File: config.mk
export PLATFORM = sky130hd
export DESIGN_NAME = reg_file
export DESIGN_NICKNAME = d
export VERILOG_FILES = /design/src/rtl/reg_file.sv
export SDC_FILE = /design/constraint.sdc
export NUM_CORES = 1
export LEC_CHECK = 0
export CORE_MARGIN = 2
export CORE_UTILIZATION = 35
export DETAILED_ROUTE_END_ITERATION = 8
export GPL_ROUTABILITY_DRIVEN = 0
export HOLD_SLACK_MARGIN = 0.03
export PLACE_DENSITY = 0.57
export SYNTH_ARGS = -nofsm -noshare
export SYNTH_HDL_FRONTEND = slang
export SYNTH_SLANG_ARGS = --single-unit
File: constraint.sdc
create_clock -name clk -period 3.55 [get_ports clk]
set_input_delay 0.71 -clock clk [delete_from_list [all_inputs] [get_ports clk]]
set_output_delay 0.71 -clock clk [all_outputs]
set_load 0.01 [all_outputs]
File: src/rtl/reg_file.sv
// rtl/reg_file.sv - four-entry register file with a registered, handshaked read port.
// REG_FILE_BYPASS_EN: a read that collides with a same-entry write returns wdata.
module reg_file #(
  parameter int size = 4
) (
  input  logic            clk,
  input  logic            rst_n,
  input  logic            we,
  input  logic [1:0]      waddr,
  input  logic [size-1:0] wdata,
  input  logic            rd_req,
  input  logic [1:0]      raddr,
  output logic            rd_req_rdy,
  output logic            rd_valid,
  input  logic            rd_ready,
  output logic [size-1:0] rd_data,
  output logic [7:0]      rd_count
);

  localparam logic [0:0] IDLE = 1'b0;
  localparam logic [0:0] HOLD = 1'b1;

  logic [0:0]      state;
  logic [size-1:0] mem [4];
  logic            accept;
  logic            handshake;
  logic [size-1:0] read_value;

  assign rd_valid   = (state == HOLD);
  assign handshake  = rd_valid & rd_ready;
  assign rd_req_rdy = (state == IDLE) | handshake;
  assign accept     = rd_req & rd_req_rdy;

`ifdef REG_FILE_BYPASS_EN
  assign read_value = (we && (waddr == raddr)) ? wdata : mem[raddr];
`else
  assign read_value = mem[raddr];
`endif

  always_ff @(posedge clk or negedge rst_n) begin
    if (!rst_n) begin
      for (int i = 0; i < 4; i++) begin
        mem[i] <= '0;
      end
    end else if (we) begin
      mem[waddr] <= wdata;
    end
  end

  // rd_data only loads on acceptance, so it holds through stalls and after the handshake.
  always_ff @(posedge clk or negedge rst_n) begin
    if (!rst_n) begin
      state    <= IDLE;
      rd_data  <= '0;
      rd_count <= '0;
    end else begin
      if (accept) begin
        state   <= HOLD;
        rd_data <= read_value;
      end else if (handshake) begin
        state <= IDLE;
      end
      if (handshake) begin
        rd_count <= rd_count + 8'd1;
      end
    end
  end

endmodule

### M3 wires, run 1

Scale bar: 20 um.
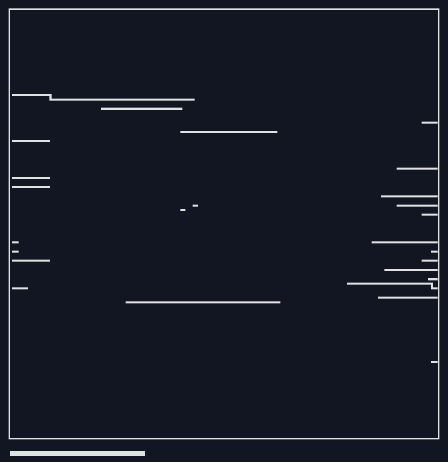
share of all routed wire = 7.6%
nets with wire on the layer = 22
longest straight run = 22.5 um
wire length on this layer = 168 um
main direction = horizontal

### Placement by cell class, run 1

Fill, decap, tap and diode cells in gray.
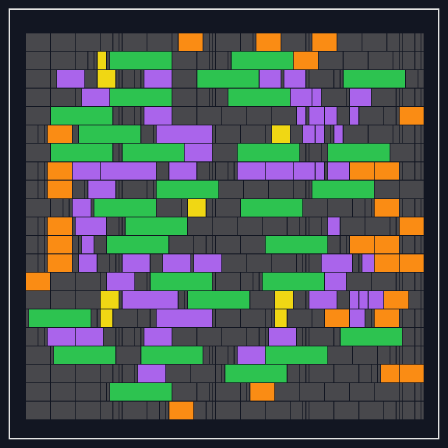
orange -> other buffers and delay cells  # cells 27, share of their area 17%
yellow -> clock drivers and dummy loads  # cells 8, share of their area 3.3%
green -> flops  # cells 29, share of their area 47%
purple -> all other logic  # cells 52, share of their area 32%

==> impl_metrics.csv, run 1 <==
group,metric,value,unit
logic_synthesis,top_area_cell,"dfrtp_1",
route,drt_pass1_iterations,4,
logic_synthesis,synth_cells,81,
logic_synthesis,edf_count,0,
logic_synthesis,async_reset_ff_share,100,%
sta,setup_viol,0,
critical_path,cp-start-kind,"input pin",
floorplan,die_h,63.2,um
power_and_ir_drop,clkPwrFrac,20.0,%
placement,dp_slack,0.932,ns
logic_synthesis,floorplan.nets,95,
sta,clock.fmax,381,MHz
floorplan,fp_util,36.5,%
sta,maxSlewViolCount,0,
job,warning_count,26,
floorplan,num_rows,21,
sta,worst_slack,0.928,ns
critical_path,reg2reg_slack,2.31,ns
global_route,grt_pass1_wl,3820,um
clock_tree,root_buffer,"clkbuf_4",
clock_tree,numCtsBuffers,5,
sta,fin_setup_tns,0,ns
route,drtAntennaViolNets,0,
logic_synthesis,ys_types,14,
sta,hold_viol,0,
sta,post-route-period-util,73.9,%
global_route,antenna_found_initial,0,
clock_tree,worstSkewPairLatency,0.32,ns
logic_synthesis,netlist_area,1230,um2
logic_synthesis,ys_seq_elements,29,
cells_and_area,drive_gt1_share,29.3,%
power_and_ir_drop,switching_power,276,uW
cells_and_area,syn_to_final_growth,30.7,%
cells_and_area,final_nets,129,
route,vias,776,
clock_tree,cts_setup_buffers,0,
critical_path,crit_type,"in2out",
global_route,track_usage,12.9,%
global_route,grt_max_degree,30,
power_and_ir_drop,switching_share,29.3,%
critical_path,reg2reg_to,"rd_data[2]",
clock_tree,htree_levels,2,
cells_and_area,fillCellCount,346,
route,drt_iter0_markers,15,
floorplan,pin_count,27,
logic_synthesis,ys_cells,81,
route,wl_per_cell,13.6,um
logic_synthesis,ff_type,"dfrtp_1",
critical_path,cp_max_fo,3,
min_path,min_from,"rd_count[7]",
logic_synthesis,ys_seq_share,59.1,%
sta,slew-limit-headroom,74.9,%
logic_synthesis,common_cells,"dfrtp_1, mux2_2, nand2_1",
clock_tree,post_cts_resized,0,
power_and_ir_drop,p_int,667,uW
sta,layout_min_cycle_time,2.62,ns
logic_synthesis,yosysWarnings,0,
job,cap_violations,0,
logic_synthesis,postSynthAreaPerCell,15.2,um2
critical_path,cp-startpoint,"rd_ready",
critical_path,rr_startpoint,"mem[2]",
critical_path,reg2reg_depth,2,
critical_path,required,2.84,ns
clock_tree,cts_buffer_depth,2,
floorplan,chip_area,4000,um2
clock_tree,cts.sink_count,29,
sta,fin_worst_skew,0.00443,ns
route,drt-total-wl,2200,um
power_and_ir_drop,leakagePower,0.679,nW
outcome,status,"finished clean",
sta,worst_slew_pin_slew,0.375,ns
floorplan,core-area,3360,um2
critical_path,crit_path_end,"rd_req_rdy",
sta,rsz0062_at_grt,"false",
sta,whs,0.471,ns
min_path,hold_path_class,"reg2reg",
global_route,grt_pass1_vias,849,
placement,dp_hpwl,1650,um
critical_path,crit_arrival,1.91,ns
logic_synthesis,synthTopCellsByArea,"dfrtp_1, mux2_2, mux4_2",
power_and_ir_drop,vdd.ir_drop.worst,0.225,mV
clock_tree,cts_tree,"yes",
clock_tree,clk_pin_slew_worst_paths,0.09,ns
logic_synthesis,synth_top_area_share,59.1,%
clock_tree,postCtsHoldBufs,0,
### Wires at chosen ports, followed through buffers, run 1

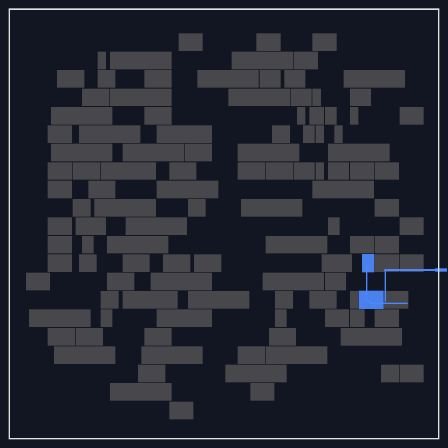
blue -> rd_ready  # bits 1, direction input, end cells 3, buffers 1, wire 24.5 um

==> run 1: worst max-delay path, stage by stage <==
cell	delay [ns]
clkdlybuf4s50_1	0.49
nand2b_1	0.16
clkdlybuf4s50_1	0.55
==> run 1: layout make-up <==
| cell class | instances | area, um2 | area share [%] |
|---|---|---|---|
| well taps | 46 | 57.6 | 3.59 |
| multi-input cells | 52 | 502 | 31.3 |
| repair buffers | 27 | 268 | 16.7 |
| flip-flops and latches | 29 | 726 | 45.2 |
| clock inverters | 2 | 10.0 | 0.624 |
| clock buffers | 6 | 41.3 | 2.57 |
==> run 1: cell usage in the layout, fill, tap and decap left out <==
| master | count |
|---|---|
| buf_4 | 1 |
| clkbuf_1 | 1 |
| clkbuf_4 | 5 |
| clkdlybuf4s50_1 | 26 |
| clkinv_2 | 2 |
| dfrtp_1 | 29 |
| ha_1 | 1 |
| mux2_2 | 21 |
| mux4_2 | 4 |
| nand2_1 | 6 |
| nand2b_1 | 2 |
| nand3_1 | 3 |
| nand3b_1 | 2 |
| nor2_1 | 2 |
| nor3_1 | 2 |
| nor3b_2 | 1 |
| nor4_1 | 1 |
| xnor2_1 | 2 |
| xor2_1 | 5 |
==> run 1: registers in the layout, summed over array words and instances (netlist names) <==
name	flops
mem	16
rd_count	8
rd_data	4
rd_valid	1
==> run 1: cells by family (layout without fill, tap and decap cells) <==
group | count (synthesis) | count (layout) | share of synthesized area (%)
xor+xnor | 7 | 7 | 5.00
fa+ha+maj | 1 | 1 | 1.02
buf+inv | 0 | 35 | 0
flops | 29 | 29 | 59.1
mux | 25 | 25 | 26.6
simple gates | 19 | 19 | 8.26
==> run 1: per-stage QoR <==
step | cell area, um2 | cells
floorplan | 1230 | 81
global placement | 1550 | 154
detailed placement | 1550 | 154
CTS | 1600 | 162
global route | 1600 | 162
finish | 1600 | 162
==> run 1: power by group through the flow <==
| stage | logic, mW | registers (mW) | clock network (mW) |
|---|---|---|---|
| 2_1_floorplan | 0.118 | 0.493 | 0 |
| 3_3_place_gp | 0.277 | 0.481 | 0 |
| 3_5_place_dp | 0.284 | 0.483 | 0 |
| 4_1_cts | 0.285 | 0.477 | 0.198 |
| 5_1_grt | 0.303 | 0.489 | 0.219 |
| 6_report | 0.279 | 0.476 | 0.189 |
==> run 1: how the worst min path moves through the flow <==
stage                  end  cells past startpoint  slack (ns)
2_1_floorplan       mem[0]                      0        0.41
3_3_place_gp   rd_count[7]                      1        0.46
3_5_place_dp   rd_count[7]                      1        0.46
4_1_cts        rd_count[7]                      1        0.48
5_1_grt        rd_count[7]                      1        0.49
6_report       rd_count[7]                      1        0.47
==> run 1: layer usage <==
metal	GRT usage (%)	routed length, um	vias to the layer above
li1	-	-	362
met1	13.9	935	382
met2	21.3	1060	26
met3	6.07	168	6
met4	6.52	44	0
met5	0	0	-
### Cell placement, run 1

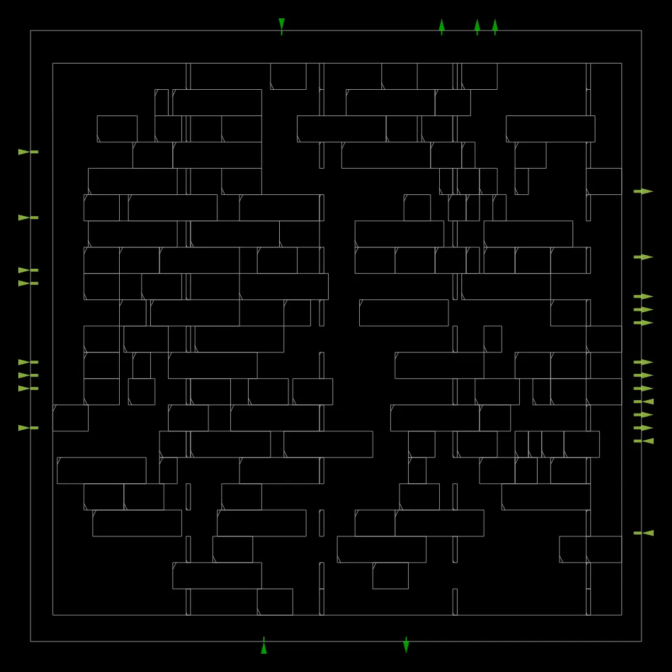

==> run 1 -> run 2 <==
==> constraint.sdc (replaced) <==
create_clock -name clk -period 2.55 [get_ports clk]
set_input_delay 0.51 -clock clk [delete_from_list [all_inputs] [get_ports clk]]
set_output_delay 0.51 -clock clk [all_outputs]
set_load 0.01 [all_outputs]
### Cell placement, run 2

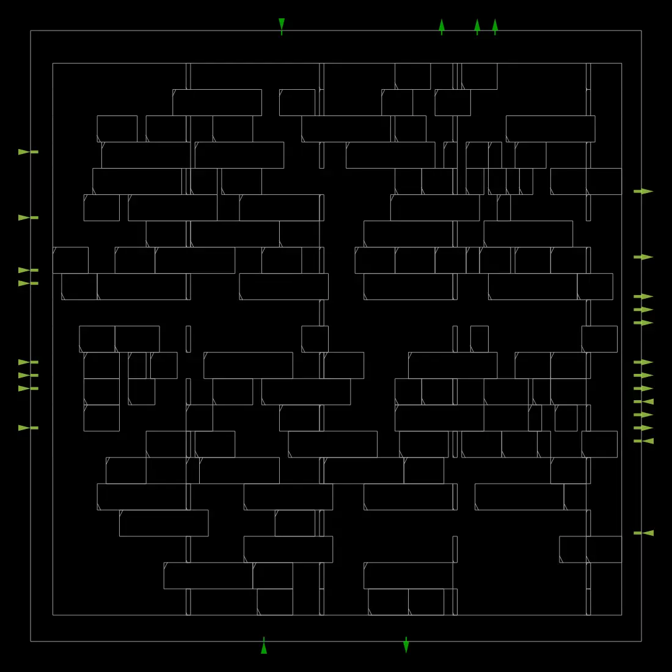
Final Non-Filler Cells: 161
Fill cells: 336
Core ar.: 3360 um2

### Placement by cell class, run 2

Fill, decap, tap and diode cells in gray.
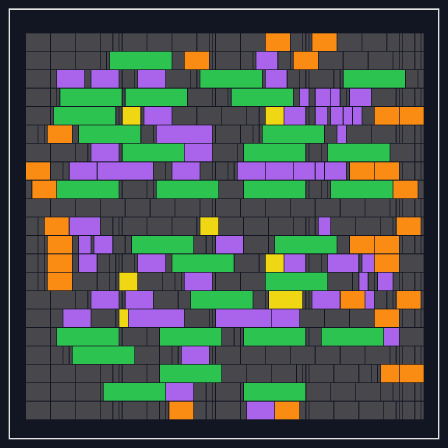
green -> flops  # cells 29, share of their area 47%
purple -> all other logic  # cells 52, share of their area 32%
yellow -> clock drivers and dummy loads  # cells 7, share of their area 3.6%
orange -> other buffers and delay cells  # cells 27, share of their area 17%

### Metal 2, run 2

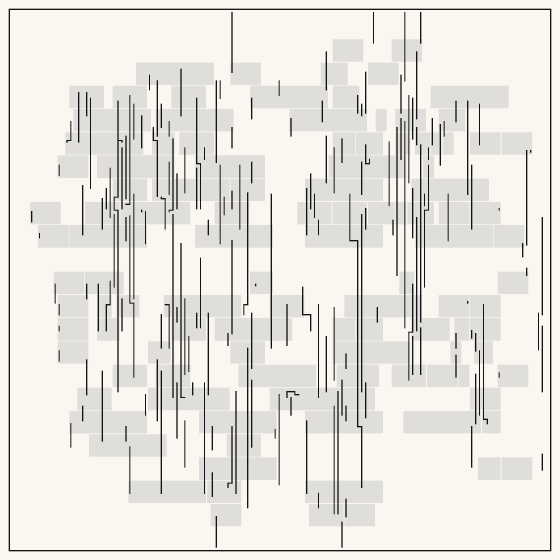
main direction = vertical
nets with wire on the layer = 118
wire length on this layer = 1080 um
longest straight run = 24.1 um
share of all routed wire = 48%

==> impl_metrics.csv, run 2 <==
group,metric,value,unit
clock_tree,post_cts_resized,0,
clock_tree,cts.sink_count,29,
route,via_per_inst,4.85,
critical_path,crit_chain,"clkdlybuf4s50_1 > nand2b_1 > clkdlybuf4s50_1",
placement,portBuffers,26,
cells_and_area,largest_reg_flops,16,
power_and_ir_drop,seqPwrFrac,50.1,%
cells_and_area,logic_area,502,um2
outcome,status,"finished clean",
job,cap_violations,0,
sta,maxSlewViolCount,0,
power_and_ir_drop,clkPwrFrac,20.6,%
cells_and_area,lay_top_count,"dfrtp_1",
clock_tree,cts_tree,"yes",
logic_synthesis,ys_seq_share,59.1,%
logic_synthesis,common_cells,"dfrtp_1, mux2_2, nand2_1",
clock_tree,cts_buffer_depth,2,
placement,dp_slack,0.327,ns
cells_and_area,lay_top_cells,"dfrtp_1, clkdlybuf4s50_1, mux2_2, nand2_1",
critical_path,crit_path_max_incr_delay,0.55,ns
sta,worst_slew_pin_slew,0.369,ns
global_route,grt_max_degree,30,
sta,fin_setup_tns,0,ns
clock_tree,worstSkewPairLatency,0.31,ns
clock_tree,clk_pin_slew_worst_paths,0.09,ns
route,drc,0,
cells_and_area,top_register,"mem",
sta,fin_worst_skew,0.00517,ns
critical_path,crit_type,"in2out",
power_and_ir_drop,switching_share,28.0,%
floorplan,chip_area,4000,um2
clock_tree,htree_levels,2,
cells_and_area,num_antenna_cells,0,
logic_synthesis,synthTopCellsByArea,"dfrtp_1, mux2_2, mux4_2",
floorplan,pin_count,27,
logic_synthesis,ys_cells,81,
critical_path,critical_path.endpoint_type,"output pin",
clock_tree,postCtsHoldBufs,0,
clock_tree,cts_setup_buffers,0,
floorplan,num_rows,21,
sta,slew-limit-headroom,75.3,%
power_and_ir_drop,p_int,954,uW
critical_path,crit_top_cell,"clkdlybuf4s50_1",
sta,clock.fmax,452,MHz
logic_synthesis,async_reset_ff_share,100,%
logic_synthesis,floorplan.nets,95,
critical_path,cp-start-kind,"input pin",
logic_synthesis,yosys-stat-area,1230,um2
logic_synthesis,xor_share,4.99,%
global_route,gr-total-overflow,0,
route,drt_pass1_iterations,4,
cells_and_area,drive_gt1_share,28.7,%
critical_path,critPathTopFamily,"buffers and inverters",
route,wl_per_cell,14.0,um
route,drtAntennaViolNets,0,
cells_and_area,final_nets,129,
global_route,antenna_found_initial,0,
logic_synthesis,ys_seq_elements,29,
route,drt_iter0_markers,48,
power_and_ir_drop,switching_power,371,uW
logic_synthesis,yosysMostFrequentCell,"dfrtp_1",
power_and_ir_drop,comb_power_share,29.3,%
power_and_ir_drop,pwr_density_cell,824,nW/um2
logic_synthesis,fa_ha_area_share,1.02,%
logic_synthesis,topCombFamilyByArea,"multiplexers",
critical_path,crit_slowest_cell,"clkdlybuf4s50_1",
floorplan,die_h,63.2,um
global_route,track_usage,13.3,%
cells_and_area,syn_to_final_growth,31.0,%
logic_synthesis,synth_cells,81,
clock_tree,root_buffer,"clkbuf_4",
critical_path,required,2.04,ns
sta,post-route-period-util,86.8,%
logic_synthesis,synth_top_area_share,59.1,%
power_and_ir_drop,vdd.ir_drop.worst,0.362,mV
power_and_ir_drop,leakagePower,0.679,nW
global_route,grt_pass1_wl,3890,um
job,warning_count,26,
critical_path,cp_num_buf_inv,2,
cells_and_area,top_regs,"mem x16, rd_count x8, rd_data x4",
clock_tree,numCtsBuffers,5,
sta,rsz0062_at_grt,"false",
logic_synthesis,mux_share,26.6,%
logic_synthesis,yosysWarnings,0,
logic_synthesis,postSynthAreaPerCell,15.2,um2
sta,layout_min_cycle_time,2.21,ns
logic_synthesis,edf_count,0,
floorplan,die_width,63.2,um
logic_synthesis,top_area_cell,"dfrtp_1",
sta,setup_viol,0,
sta,worst_slack,0.336,ns
logic_synthesis,ys_types,14,
cells_and_area,flop_area,726,um2
sta,hold_viol,0,
placement,dp_hpwl,1700,um
sta,whs,0.470,ns
min_path,hold_path_class,"reg2reg",
route,drt-total-wl,2250,um
logic_synthesis,ff_type,"dfrtp_1",
cells_and_area,fin_area,1610,um2
placement,placed_area,1550,um2
route,vias,781,
floorplan,fp_util,36.5,%
global_route,grt_pass1_vias,824,
logic_synthesis,ys_sh_aoi,0,%
critical_path,crit_arrival,1.70,ns
logic_synthesis,netlist_area,1230,um2
cells_and_area,final_core_util,47.8,%
critical_path,cp_max_fo,3,
logic_synthesis,ys_sh_simple,8.26,%
run 2: final cells by class:
class	count	area share, %
repair buffers	27	16.7
well taps	46	3.58
multi-input cells	52	31.2
flip-flops and latches	29	45.1
clock buffers	7	3.42
run 2: through the flow:
step | cells | power [mW]
floorplan | 81 | 0.851
global placement | 154 | 1.06
detailed placement | 154 | 1.07
CTS | 161 | 1.35
global route | 161 | 1.42
finish | 161 | 1.33
run 2: worst paths after layout:
| check | from | endpoint | slack (ns) | depth (start not counted) |
|---|---|---|---|---|
| worst max register to register | mem[6] | rd_data[2] | 1.30 | 2 |
| max in group asynchronous | rst_n | mem[13] | 1.70 | 2 |
| min in group asynchronous | rst_n | rd_data[2] | 0.58 | 2 |
| worst min register to register | rd_count[7] | rd_count[7] | 0.47 | 1 |
| worst max-delay path | rd_ready | rd_req_rdy | 0.34 | 3 |
| worst min-delay path | rd_count[7] | rd_count[7] | 0.47 | 1 |
run 2: power by group through the flow:
stage               clock, mW  sequential [mW]  combinational, mW
finish                  0.273            0.664              0.388
global route            0.309            0.684              0.426
CTS                     0.283            0.666              0.396
detailed placement          0            0.675              0.395
global placement            0            0.669              0.386
floorplan                   0            0.687              0.164
run 2: layer usage:
layer  GRT usage (%)  up-vias  share of wire (%)
li1                -      359                  -
met1            15.9      388                 44
met2            20.9       32                 48
met3            5.89        2                7.0
met4            5.71        0               0.84
met5               0        -                  0
run 2: cells by family after synthesis:
family,after synthesis
flops,29
mux,25
simple gates,19
xor+xnor,7
fa+ha+maj,1
No activity file was given, so power comes from the tool's default toggle rates.
